$ cat config.mk
export PLATFORM = sky130hd
export DESIGN_NAME = paralelo_serial
export DESIGN_NICKNAME = d
export VERILOG_FILES = /design/src/rtl/phy_pkg.sv /design/src/rtl/shift_reg_piso.sv /design/src/rtl/paralelo_serial.sv
export SDC_FILE = /design/constraint.sdc
export NUM_CORES = 1
export LEC_CHECK = 0
export ABC_AREA = 1
export CAP_MARGIN = 20
export CORE_MARGIN = 2
export CORE_UTILIZATION = 51
export CTS_CLUSTER_SIZE = 8
export DETAILED_ROUTE_END_ITERATION = 7
export PLACE_DENSITY = 0.76
export SLEW_MARGIN = 20
export SYNTH_ARGS = -nofsm -noshare
export SYNTH_HDL_FRONTEND = slang
export SYNTH_SLANG_ARGS = --single-unit
$ cat constraint.sdc
create_clock -name clk_32f -period 1.75 [get_ports clk_32f]
set_input_delay 0.35 -clock clk_32f [delete_from_list [all_inputs] [get_ports clk_32f]]
set_output_delay 0.35 -clock clk_32f [all_outputs]
set_load 0.1 [all_outputs]
$ cat src/rtl/phy_pkg.sv
// Shared PHY lane definitions: symbol width, COM symbol, lane FSM encoding.
package phy_pkg;
  localparam int SYM_W = 8;
  localparam logic [SYM_W-1:0] COM_SYMBOL = 8'hBC;

  typedef enum logic [1:0] {
    IDLE   = 2'd0,
    TRAIN  = 2'd1,
    ACTIVE = 2'd2
  } state_t;
endpackage

$ cat src/rtl/shift_reg_piso.sv
// 8-bit parallel-in serial-out register, MSB first; load puts bit 7 straight on ser.
module shift_reg_piso
  import phy_pkg::*;
(
  input  logic             clk,
  input  logic             rst_n,
  input  logic             load,
  input  logic [SYM_W-1:0] sym,
  output logic             ser
);
  logic [SYM_W-2:0] shreg;

  always_ff @(posedge clk or negedge rst_n) begin
    if (!rst_n) begin
      ser   <= 1'b0;
      shreg <= '0;
    end else if (load) begin
      ser   <= sym[SYM_W-1];
      shreg <= sym[SYM_W-2:0];
    end else begin
      ser   <= shreg[SYM_W-2];
      shreg <= {shreg[SYM_W-3:0], 1'b0};
    end
  end
endmodule

$ cat src/rtl/paralelo_serial.sv
// Transmit serializer: COM training burst, valid/ready symbol intake, MSB-first
// serial output at one bit per clk_32f with the byte rate from a 3-bit counter.
module paralelo_serial
  import phy_pkg::*;
#(
  parameter int               TRAIN_SYMBOLS = 8,
  parameter logic [SYM_W-1:0] IDLE_SYMBOL   = COM_SYMBOL
) (
  input  logic             clk_32f,
  input  logic             reset_L,
  input  logic             enable,
  input  logic             valid_in,
  input  logic [SYM_W-1:0] data_in,
  output logic             ready_out,
  output logic             data_out,
  output logic             sym_start,
  output logic             active_out,
  output logic             collision
);
  localparam int TCW = $clog2(TRAIN_SYMBOLS + 1);

  state_t           state, state_n;
  logic [2:0]       bit_cnt;
  logic [TCW-1:0]   train_cnt, train_cnt_n;
  logic [SYM_W-1:0] sym;
  logic             boundary, sym_start_n, collision_n;

  assign boundary   = (bit_cnt == 3'd0);
  assign active_out = (state == ACTIVE);
  assign ready_out  = active_out && boundary && enable;

  // All decisions are taken only in the boundary cycle; mid-symbol inputs are ignored.
  always_comb begin
    state_n     = state;
    train_cnt_n = train_cnt;
    sym         = '0;
    sym_start_n = 1'b0;
    collision_n = 1'b0;
    if (boundary) begin
      case (state)
        IDLE: begin
          if (enable) begin
            state_n     = TRAIN;
            train_cnt_n = TCW'(1);
            sym         = IDLE_SYMBOL;
            sym_start_n = 1'b1;
          end
        end
        TRAIN: begin
          if (!enable) begin
            state_n     = IDLE;
            train_cnt_n = '0;
          end else begin
            train_cnt_n = train_cnt + TCW'(1);
            sym         = IDLE_SYMBOL;
            sym_start_n = 1'b1;
            if (train_cnt == TCW'(TRAIN_SYMBOLS - 1)) state_n = ACTIVE;
          end
        end
        ACTIVE: begin
          if (!enable) begin
            state_n     = IDLE;
            train_cnt_n = '0;
          end else begin
            sym         = valid_in ? data_in : IDLE_SYMBOL;
            sym_start_n = 1'b1;
            collision_n = valid_in && (data_in == IDLE_SYMBOL);
          end
        end
        default: begin
          state_n     = IDLE;
          train_cnt_n = '0;
        end
      endcase
    end
  end

  always_ff @(posedge clk_32f or negedge reset_L) begin
    if (!reset_L) begin
      state     <= IDLE;
      bit_cnt   <= 3'd7;
      train_cnt <= '0;
      sym_start <= 1'b0;
      collision <= 1'b0;
    end else begin
      state     <= state_n;
      bit_cnt   <= bit_cnt - 3'd1;
      train_cnt <= train_cnt_n;
      sym_start <= sym_start_n;
      collision <= collision_n;
    end
  end

  shift_reg_piso u_piso (
    .clk   (clk_32f),
    .rst_n (reset_L),
    .load  (boundary),
    .sym   (sym),
    .ser   (data_out)
  );
endmodule

==> flow_metrics.env <==
# source this file to load flow results
export IMPL_path_buffers=2
export IMPL_r2r_end="train_cnt[1]"
export IMPL_logic_gates=83
export IMPL_io_pins=17
export IMPL_cts_sinks=19
export IMPL_routed_top_layer="met4"
export IMPL_min_period_over_period_pct=96.9
export IMPL_cts_tree="yes"
export IMPL_pwr_share_seq_pct=57.0
export IMPL_met1_usage_pct=26.9
export IMPL_yosysWarnings=0
export IMPL_sh_comb_area_pct=35.1
export IMPL_grt_max_degree=13
export IMPL_synth_cell_types=27
export IMPL_ant_nets=0
export IMPL_worstRegToRegCells=10
export IMPL_worstSetupPathDepth=5
export IMPL_grt_ovfl_total=0
export IMPL_dr_wl_met2_um=849
export IMPL_die_h_um=48.2
export IMPL_worstSetupStartpointType="register"
export IMPL_wl_met3_um=109
export IMPL_diodes=0
export IMPL_p_int_uw=612
export IMPL_cp_required_ps=1400
export IMPL_status="complete, no violations"
export IMPL_nFlopsAndLatches=19
export IMPL_yosys_area_um2=995
export IMPL_nets=159
export IMPL_ys_seq_share_pct=48.2
export IMPL_swShare_pct=28.7
export IMPL_crit_path_max_incr_delay_ps=530
export IMPL_p_leak_uw=0.000675
export IMPL_hp_class="input port to asynchronous set/reset pin"
export IMPL_synthXorXnorAreaFrac_pct=0.881
export IMPL_cp_cell_sequence="inv_1 > ha_2 > nand2_4 > nor2_4 > buf_12"
export IMPL_synthCells=119
export IMPL_reg_largest_list="u_piso.shreg: 7 flops, train_cnt: 4 flops, bit_cnt: 3 flops"
export IMPL_yosys_cells=119
export IMPL_top_usage_layer="met2"
export IMPL_pwr_density_cell_mw_per_mm2=658
export IMPL_antenna_found_initial=0
export IMPL_fmax_mhz=590
export IMPL_powerComb_uw=151
export IMPL_clkCellAreaFrac_pct=2.02
export IMPL_synth_seq_cells=19
export IMPL_inverters=16
export IMPL_ir_drop_mv=0.405
export IMPL_synth_nets=134
export IMPL_dominant_cells="flip-flops and latches"
export IMPL_cap_violations=0
export IMPL_die_w_um=48.2
export IMPL_max_slew_margin_pct=75.5
export IMPL_dp_hpwl_um=1440
export IMPL_cts_root_buffer="clkbuf_4"
export IMPL_tns_ps=0
export IMPL_pre_cts_ws_ps=-28.8
export IMPL_yosys_area_share_adder_pct=3.77
export IMPL_drive_gt1_share_pct=23.8
export IMPL_critPathTopFamily="flip-flops"
export IMPL_switchingPower_uw=246
export IMPL_clockBufferDepth=2
export IMPL_dp_cells=163
export IMPL_synthTopLogicFamily="simple AND/OR/NAND/NOR gates"
export IMPL_fin_total_pwr_uw=858
export IMPL_placement_io_buffers=16
export IMPL_fin_cells=168
export IMPL_hold_viol=0
export IMPL_ys_sh_aoi_pct=5.16
export IMPL_rsz0062_at_grt="no"
export IMPL_power_group_top="sequential cells"
export IMPL_clkTransAtPathRegs_ps=100
export IMPL_setup_viol=0
export IMPL_regMostFlops="u_piso.shreg"
export IMPL_drt_met1_wl_um=930
export IMPL_critPathMaxFanout=2
export IMPL_nFillCells=132
export IMPL_grt_pass1_wl_um=3120
export IMPL_combPwrFrac_pct=17.6
[synth_stat cells]
master    instances  area (um^2)
or2_2             1         6.26
a211oi_1          1         7.51
nor2_4            1         11.3
nor3b_1           1         7.51
dfrtp_1          16          400
inv_2             4         15.0
nor3_1            1         5.00
buf_2             1         5.00
nand2_1          36          135
o21ai_0           5         25.0
nor2_2            1         6.26
o21ai_2           1         8.76
nand2_2           2         12.5
a21oi_1           1         5.00
ha_1              3         37.5
inv_4             1         6.26
nor2_1           10         37.5
xor2_1            1         8.76
nand4_1           4         25.0
dfstp_2           3         78.8
nand2_4           1         11.3
o21ai_1           1         5.00
nand3_4           1         17.5
nor3_2            1         10.0
nand3_1           9         45.0
inv_1            11         41.3
nor2_8            1         20.0
==> images/met3.png <==
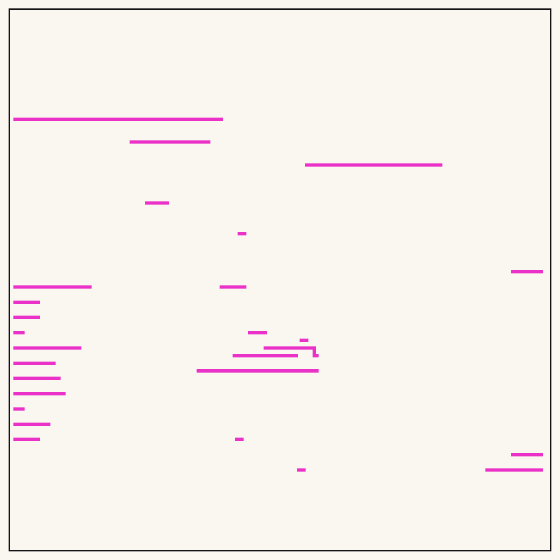
wire length on this layer	110 um
longest straight run	18.4 um
final WL: 1930 um
routed via count: 860
met3 Use GR: 3.70%

==> images/metal_stack.png <==
Bar = 10 um. Two of the layers only.
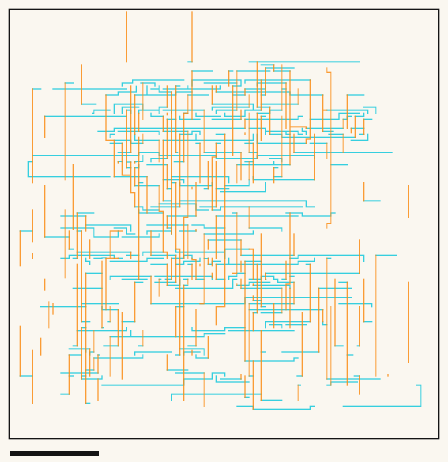
layer	color	wire length
met2	orange	849 um
met1	cyan	931 um
Total Routing Usage GR: 19.6%
WL/cell: 11.5 um

==> images/met2.png <==
Bar = 10 um.
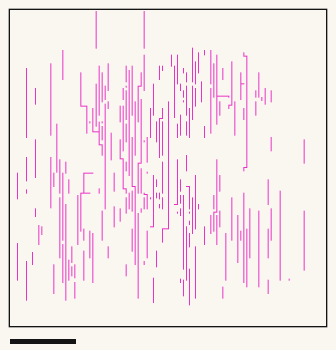
wire length on this layer	849 um
longest straight run	19.4 um
met2 Resource Use GR: 29.7%

